**config.mk**
```make
export PLATFORM = sky130hd
export DESIGN_NAME = div32_unit_flat
export DESIGN_NICKNAME = d
export VERILOG_FILES = /design/src/rtl/div32_unit_if.sv /design/src/rtl/div32_unit.sv /design/src/flat_wrapper.sv
export SDC_FILE = /design/constraint.sdc
export NUM_CORES = 1
export LEC_CHECK = 0
export CAP_MARGIN = 10
export CORE_MARGIN = 2
export CORE_UTILIZATION = 40
export DETAILED_ROUTE_END_ITERATION = 10
export HOLD_SLACK_MARGIN = 0.06
export SKIP_CTS_REPAIR_TIMING = 1
export SYNTH_ARGS = -nofsm -noshare
export SYNTH_HDL_FRONTEND = slang
export SYNTH_SLANG_ARGS = --single-unit
export TNS_END_PERCENT = 50
```
**constraint.sdc**
```tcl
create_clock -name clk -period 2.84 [get_ports clk]
set_input_delay 0.426 -clock clk [delete_from_list [all_inputs] [get_ports clk]]
set_output_delay 0.426 -clock clk [all_outputs]
set_load 0.05 [all_outputs]
```
**src/rtl/div32_unit_if.sv**
```systemverilog
// ---------------------------------------------------------------------------
// div32_unit_if
//   Request/result bundle for the 32-bit iterative divider.
//
//   Request side (driven by master)
//     start       : request pulse, only looked at while the unit is idle
//     signed_op   : 1 = two's-complement divide, 0 = unsigned
//     dividend    : numerator
//     divisor     : denominator
//   Result side (driven by slave)
//     busy        : operation in flight, including the completion cycle
//     done        : single-cycle completion pulse
//     quotient    : registered quotient
//     remainder   : registered remainder
//     div_by_zero : registered flag, set when the captured divisor was 0
// ---------------------------------------------------------------------------
interface div32_unit_if #(
  parameter int WIDTH = 32
);
  logic             start;
  logic             signed_op;
  logic [WIDTH-1:0] dividend;
  logic [WIDTH-1:0] divisor;
  logic             busy;
  logic             done;
  logic [WIDTH-1:0] quotient;
  logic [WIDTH-1:0] remainder;
  logic             div_by_zero;

  // Requester: issues operations, observes results.
  modport master (
    output start, signed_op, dividend, divisor,
    input  busy, done, quotient, remainder, div_by_zero
  );

  // Divider: accepts operations, produces results.
  modport slave (
    input  start, signed_op, dividend, divisor,
    output busy, done, quotient, remainder, div_by_zero
  );
endinterface

```
**src/rtl/div32_unit.sv**
```systemverilog
// ---------------------------------------------------------------------------
// div32_unit
//   Iterative restoring divider, one quotient bit per clock, MSB first.
//   Signed operation is done on magnitudes with the signs re-applied at the
//   end, so the quotient truncates toward zero and the remainder takes the
//   sign of the dividend.
//
//   Ports
//     clk    : rising-edge clock for all state
//     n_rst  : asynchronous active-low reset
//     bus    : div32_unit_if.slave (request operands in, results out)
//
//   Timing (accept edge = k, the IDLE edge that sees start=1)
//     k      : raw operands and mode captured
//     k+1    : magnitudes/signs formed, RUN entered (or DONE for divisor 0)
//     k+2 .. k+33 : 32 restoring steps
//     k+33   : RUN -> FIX
//     k+34   : FIX loads the outputs, DONE (done pulse, busy still high)
//     k+35   : DONE -> IDLE
//   busy is high in the 34 cycles following edges k+1..k+34; for a zero
//   divisor only in the single DONE cycle following edge k+1.
// ---------------------------------------------------------------------------
module div32_unit #(
  parameter int WIDTH = 32   // only 32 is supported
) (
  input logic         clk,
  input logic         n_rst,
  div32_unit_if.slave bus
);

  localparam int CW = $clog2(WIDTH);

  typedef enum logic [1:0] {
    IDLE = 2'd0,
    RUN  = 2'd1,
    FIX  = 2'd2,
    DONE = 2'd3
  } state_t;

  state_t           state_reg;

  // The accept edge only registers the raw request; the following edge
  // decides between the divide and the divide-by-zero path using the
  // registered copy, keeping the magnitude negation off the input path.
  logic             load_reg;
  logic             signed_reg;
  logic [WIDTH-1:0] dvd_raw_reg;
  logic [WIDTH-1:0] dsr_raw_reg;

  // Working registers. quo_reg starts as the dividend magnitude; each step
  // shifts one dividend bit out of the top and one quotient bit into the
  // bottom, so after WIDTH steps it holds the quotient magnitude.
  logic [WIDTH-1:0] quo_reg;
  logic [WIDTH-1:0] dsr_reg;
  logic [WIDTH:0]   rem_reg;
  logic             q_neg_reg;
  logic             r_neg_reg;
  logic [CW-1:0]    cnt_reg;

  // Registered outputs.
  logic             busy_reg;
  logic             done_reg;
  logic             dbz_reg;
  logic [WIDTH-1:0] quotient_reg;
  logic [WIDTH-1:0] remainder_reg;

  // -------------------------------------------------------------------------
  // Operand conditioning: magnitudes and saved signs (signed mode only).
  // -------------------------------------------------------------------------
  logic             dvd_neg;
  logic             dsr_neg;
  logic [WIDTH-1:0] dvd_mag;
  logic [WIDTH-1:0] dsr_mag;

  always_comb begin
    dvd_neg = signed_reg & dvd_raw_reg[WIDTH-1];
    dsr_neg = signed_reg & dsr_raw_reg[WIDTH-1];
    // -2^31 maps onto itself, which is the correct unsigned magnitude.
    dvd_mag = dvd_neg ? (~dvd_raw_reg + 1'b1) : dvd_raw_reg;
    dsr_mag = dsr_neg ? (~dsr_raw_reg + 1'b1) : dsr_raw_reg;
  end

  // -------------------------------------------------------------------------
  // One restoring step. The partial remainder is always below the divisor,
  // so the shifted value is below 2*divisor and fits in WIDTH+1 bits; the
  // top bit of the trial difference is therefore an exact borrow flag.
  // -------------------------------------------------------------------------
  logic [WIDTH:0]   shift_rem;
  logic [WIDTH:0]   trial;
  logic             borrow;

  always_comb begin
    shift_rem = {rem_reg[WIDTH-1:0], quo_reg[WIDTH-1]};
    trial     = shift_rem - {1'b0, dsr_reg};
    borrow    = trial[WIDTH];
  end

  // -------------------------------------------------------------------------
  // Sign fix-up. q_neg_reg/r_neg_reg are already gated by the signed mode.
  // -2^31 / -1 yields magnitude 2^31 with a positive sign, which reads back
  // as 0x80000000: the wrapped result wanted for that overflow case.
  // -------------------------------------------------------------------------
  logic [WIDTH-1:0] q_fix;
  logic [WIDTH-1:0] r_fix;

  always_comb begin
    q_fix = q_neg_reg ? (~quo_reg + 1'b1) : quo_reg;
    r_fix = r_neg_reg ? (~rem_reg[WIDTH-1:0] + 1'b1) : rem_reg[WIDTH-1:0];
  end

  // -------------------------------------------------------------------------
  // Control FSM with registered outputs.
  // -------------------------------------------------------------------------
  always_ff @(posedge clk or negedge n_rst) begin
    if (!n_rst) begin
      state_reg     <= IDLE;
      load_reg      <= 1'b0;
      signed_reg    <= 1'b0;
      dvd_raw_reg   <= '0;
      dsr_raw_reg   <= '0;
      quo_reg       <= '0;
      dsr_reg       <= '0;
      rem_reg       <= '0;
      q_neg_reg     <= 1'b0;
      r_neg_reg     <= 1'b0;
      cnt_reg       <= '0;
      busy_reg      <= 1'b0;
      done_reg      <= 1'b0;
      dbz_reg       <= 1'b0;
      quotient_reg  <= '0;
      remainder_reg <= '0;
    end else begin
      case (state_reg)
        IDLE: begin
          if (load_reg) begin
            // Dispatch the request captured on the previous edge.
            load_reg <= 1'b0;
            busy_reg <= 1'b1;
            if (dsr_raw_reg == '0) begin
              state_reg     <= DONE;
              done_reg      <= 1'b1;
              dbz_reg       <= 1'b1;
              quotient_reg  <= '1;
              remainder_reg <= dvd_raw_reg;
            end else begin
              state_reg <= RUN;
              quo_reg   <= dvd_mag;
              dsr_reg   <= dsr_mag;
              rem_reg   <= '0;
              cnt_reg   <= '0;
              q_neg_reg <= dvd_neg ^ dsr_neg;
              r_neg_reg <= dvd_neg;
            end
          end else if (bus.start) begin
            load_reg    <= 1'b1;
            signed_reg  <= bus.signed_op;
            dvd_raw_reg <= bus.dividend;
            dsr_raw_reg <= bus.divisor;
            if (bus.divisor != '0) begin
              dbz_reg <= 1'b0;
            end
          end
        end

        RUN: begin
          rem_reg <= borrow ? shift_rem : trial;
          quo_reg <= {quo_reg[WIDTH-2:0], ~borrow};
          cnt_reg <= cnt_reg + 1'b1;
          if (cnt_reg == CW'(WIDTH - 1)) begin
            state_reg <= FIX;
          end
        end

        FIX: begin
          quotient_reg  <= q_fix;
          remainder_reg <= r_fix;
          done_reg      <= 1'b1;
          state_reg     <= DONE;
        end

        DONE: begin
          // start is not looked at here; the next request needs IDLE.
          done_reg  <= 1'b0;
          busy_reg  <= 1'b0;
          state_reg <= IDLE;
        end

        default: begin
          state_reg <= IDLE;
          done_reg  <= 1'b0;
          busy_reg  <= 1'b0;
        end
      endcase
    end
  end

  assign bus.busy        = busy_reg;
  assign bus.done        = done_reg;
  assign bus.quotient    = quotient_reg;
  assign bus.remainder   = remainder_reg;
  assign bus.div_by_zero = dbz_reg;

endmodule

```
**src/flat_wrapper.sv**
```systemverilog
// flat-port wrapper written by rule: the top's interface ports become plain ports
module div32_unit_flat 
#(
  parameter int WIDTH = 32                          
)
  (clk, n_rst, bus_start, bus_signed_op, bus_dividend, bus_divisor, bus_busy, bus_done, bus_quotient, bus_remainder, bus_div_by_zero);
  div32_unit_if #(.WIDTH(WIDTH)) bus_i ();
  input logic clk;
  input logic n_rst;
  input wire logic [$bits(bus_i.start)-1:0] bus_start;
  input wire logic [$bits(bus_i.signed_op)-1:0] bus_signed_op;
  input wire logic [$bits(bus_i.dividend)-1:0] bus_dividend;
  input wire logic [$bits(bus_i.divisor)-1:0] bus_divisor;
  output wire logic [$bits(bus_i.busy)-1:0] bus_busy;
  output wire logic [$bits(bus_i.done)-1:0] bus_done;
  output wire logic [$bits(bus_i.quotient)-1:0] bus_quotient;
  output wire logic [$bits(bus_i.remainder)-1:0] bus_remainder;
  output wire logic [$bits(bus_i.div_by_zero)-1:0] bus_div_by_zero;
  assign bus_i.start = bus_start;
  assign bus_i.signed_op = bus_signed_op;
  assign bus_i.dividend = bus_dividend;
  assign bus_i.divisor = bus_divisor;
  assign bus_busy = bus_i.busy;
  assign bus_done = bus_i.done;
  assign bus_quotient = bus_i.quotient;
  assign bus_remainder = bus_i.remainder;
  assign bus_div_by_zero = bus_i.div_by_zero;
  div32_unit #(.WIDTH(WIDTH)) u_core (.clk(clk), .n_rst(n_rst), .bus(bus_i));
endmodule
```
Figure 1. Signal wires on met3.
(2 px per um)
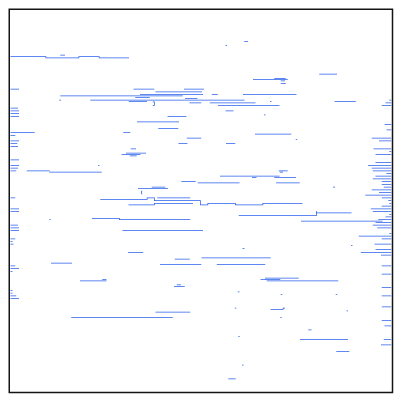
- main direction: horizontal
- nets with wire on the layer: 140

Figure 2. Placed cells, one colour a class.
(2 px per um) Fill, decap, tap and diode cells in grey.
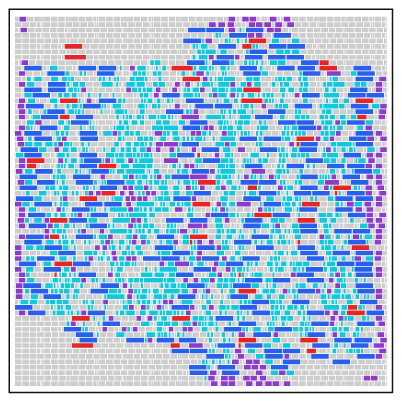
- purple: other buffers and delay cells (cells 320; share of their area 16%)
- cyan: all other logic (cells 1,190; share of their area 45%)
- red: clock drivers and dummy loads (cells 50; share of their area 5.5%)
- blue: flip-flops (cells 238; share of their area 33%)

==> results.txt <==
The synthesis and place-and-route flow finished, so here is a summary.

The internal power is 11,440 uW. The end of the worst register-to-register path is u_core.rem_reg[9]$_DFFE_PN0P_. The multi-input combinational area share is 42.51%. The power in sequential cells came out at 6070 uW.

Among all stages on the critical path, the largest delay is contributed by sky130_fd_sc_hd__dfrtp_1. The chip area came out at 0.03644 mm^2. The minimum setup slack in the final design came out at -0.2631 ns. The final setup violation count came out at 39. The routability congestion estimate came out at 0.8681.

According to the timing report, the critical path is captured at u_core.rem_reg[9]$_DFFE_PN0P_. Max-cap violations in this run came to 0. The initial antenna violation count is 1. Looking at the clock tree report, the root buffer type is sky130_fd_sc_hd__clkbuf_16. The total cells reported by yosys after synthesis came out at 1,508.

Broken down by cell family, the worst path's largest delay share belongs to simple AND/OR/NAND/NOR gates. The final instance area came out at 0.01852 mm^2. The met3 layer wire length in the routed design came out at 1725 um. The highest layer touched by signal routing is met5. The instance area after placement is 0.01697 mm^2. Routing resource usage on met1 recorded by global route was 28.88%. The run finished, with violations left.

The maximum fanout encountered on the critical timing path is 7. The total area inside the core boundary comes to 0.03446 mm^2. The ratio of cells with drive above 1 in the final layout came out at 21.25%. The non-clock buffer share of cell area came out at 15.74%. The final-layout clock buffer total came out at 42. The number of design-rule violations left by the first detailed-router iteration came out at 586. Looking at the power breakdown, combinational cells take 50.7% of the total. The global-route track usage on met3 came out at 3.165%. The H-tree depth came out at 1.

The routed wire length came out at 38,110 um. The synthesized design spends more area on one cell type than any other, namely sky130_fd_sc_hd__dfrtp_1. TritonCTS built the clock tree. The pre-CTS worst setup slack is -0.3375 ns. The routed layout has 11,850 vias.

The simple-gate share of the synthesized area came out at 14.84%. The wire length of the first global-routing pass is 60,690 um. The number of non-clock inverters came out at 58. The post-layout instance count excluding filler cells is 2,253. The power share of the sequential group is 30.2%.

The global-route usage over all layers is 20.77%. The switching power as a share of total power is 43.08%. The number of signal-net buffers in the layout is 320. The combinational cell area excluding buffers and inverters is 0.007874 mm^2. The longest individual stage delay on the worst path is 0.41 ns. The ratio of routed vias to standard cells came out at 5.261.

The launching point of the worst reg2reg path is u_core.rem_reg[17]$_DFFE_PN0P_. Looking at the power breakdown, the clock network takes 19.1% of the total. Synthesis handed over a netlist of 1,508 instances. At the end of the flow, the number of nets in the layout was 1,888. The synthesis report lists the Yosys warning total as 0. The leftover overflow at the end of global routing came out at 0. The average routed wire per standard cell is 16.91 um. The highest clock rate is 0.3223 GHz. In the per-layer summary, the met1 wirelength comes to 17,740 um. The logic depth of the worst path, buffers included came out at 14. The final reports fail on negative setup slack. The I/O pin count is 135.

Per the post-synthesis stats, the area per cell is 9.264 um^2. Clock cells make up 5.330% of the layout cell area. The post-synthesis cell type count came out at 76.

The library cell used most frequently in the layout, excluding fill and tap cells, is sky130_fd_sc_hd__dfrtp_1. Per the layout report, the design carries 3,205 filler cells. Of the synthesized area, sequential elements account for 42.63%. Total power normalized to cell area comes to 1085 mW/mm^2. The number of diodes added for antenna fixing came out at 0. Setup repair after global routing could not meet its margin everywhere. Looking at the global route congestion table, the highest-usage layer is met2.
Figure 3. Drive-strength map.
(2 px per um)
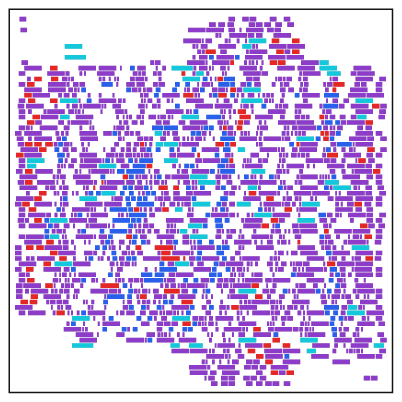
- cyan: drive 6 and up (cells 60; most used clkbuf_16)
- red: drive 2 (cells 113; most used mux2_2)
- blue: drive 3 to 4 (cells 209; most used buf_4)
- purple: drive 1 or less (cells 1,416; most used dfrtp_1)

Figure 4. Gate families picked out.
(2 px per um)
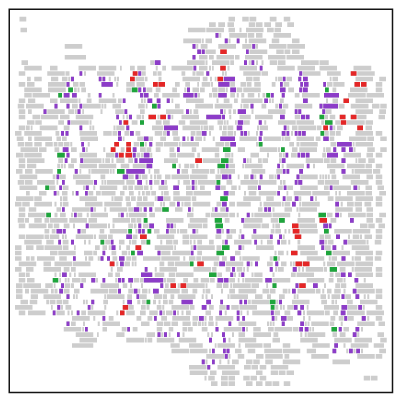
- green: AND and OR gates (cells 49)
- purple: inverting AOI/OAI gates (cells 354)
- red: AND-OR and OR-AND gates (cells 42)

Power and IR drop assume default switching activity.
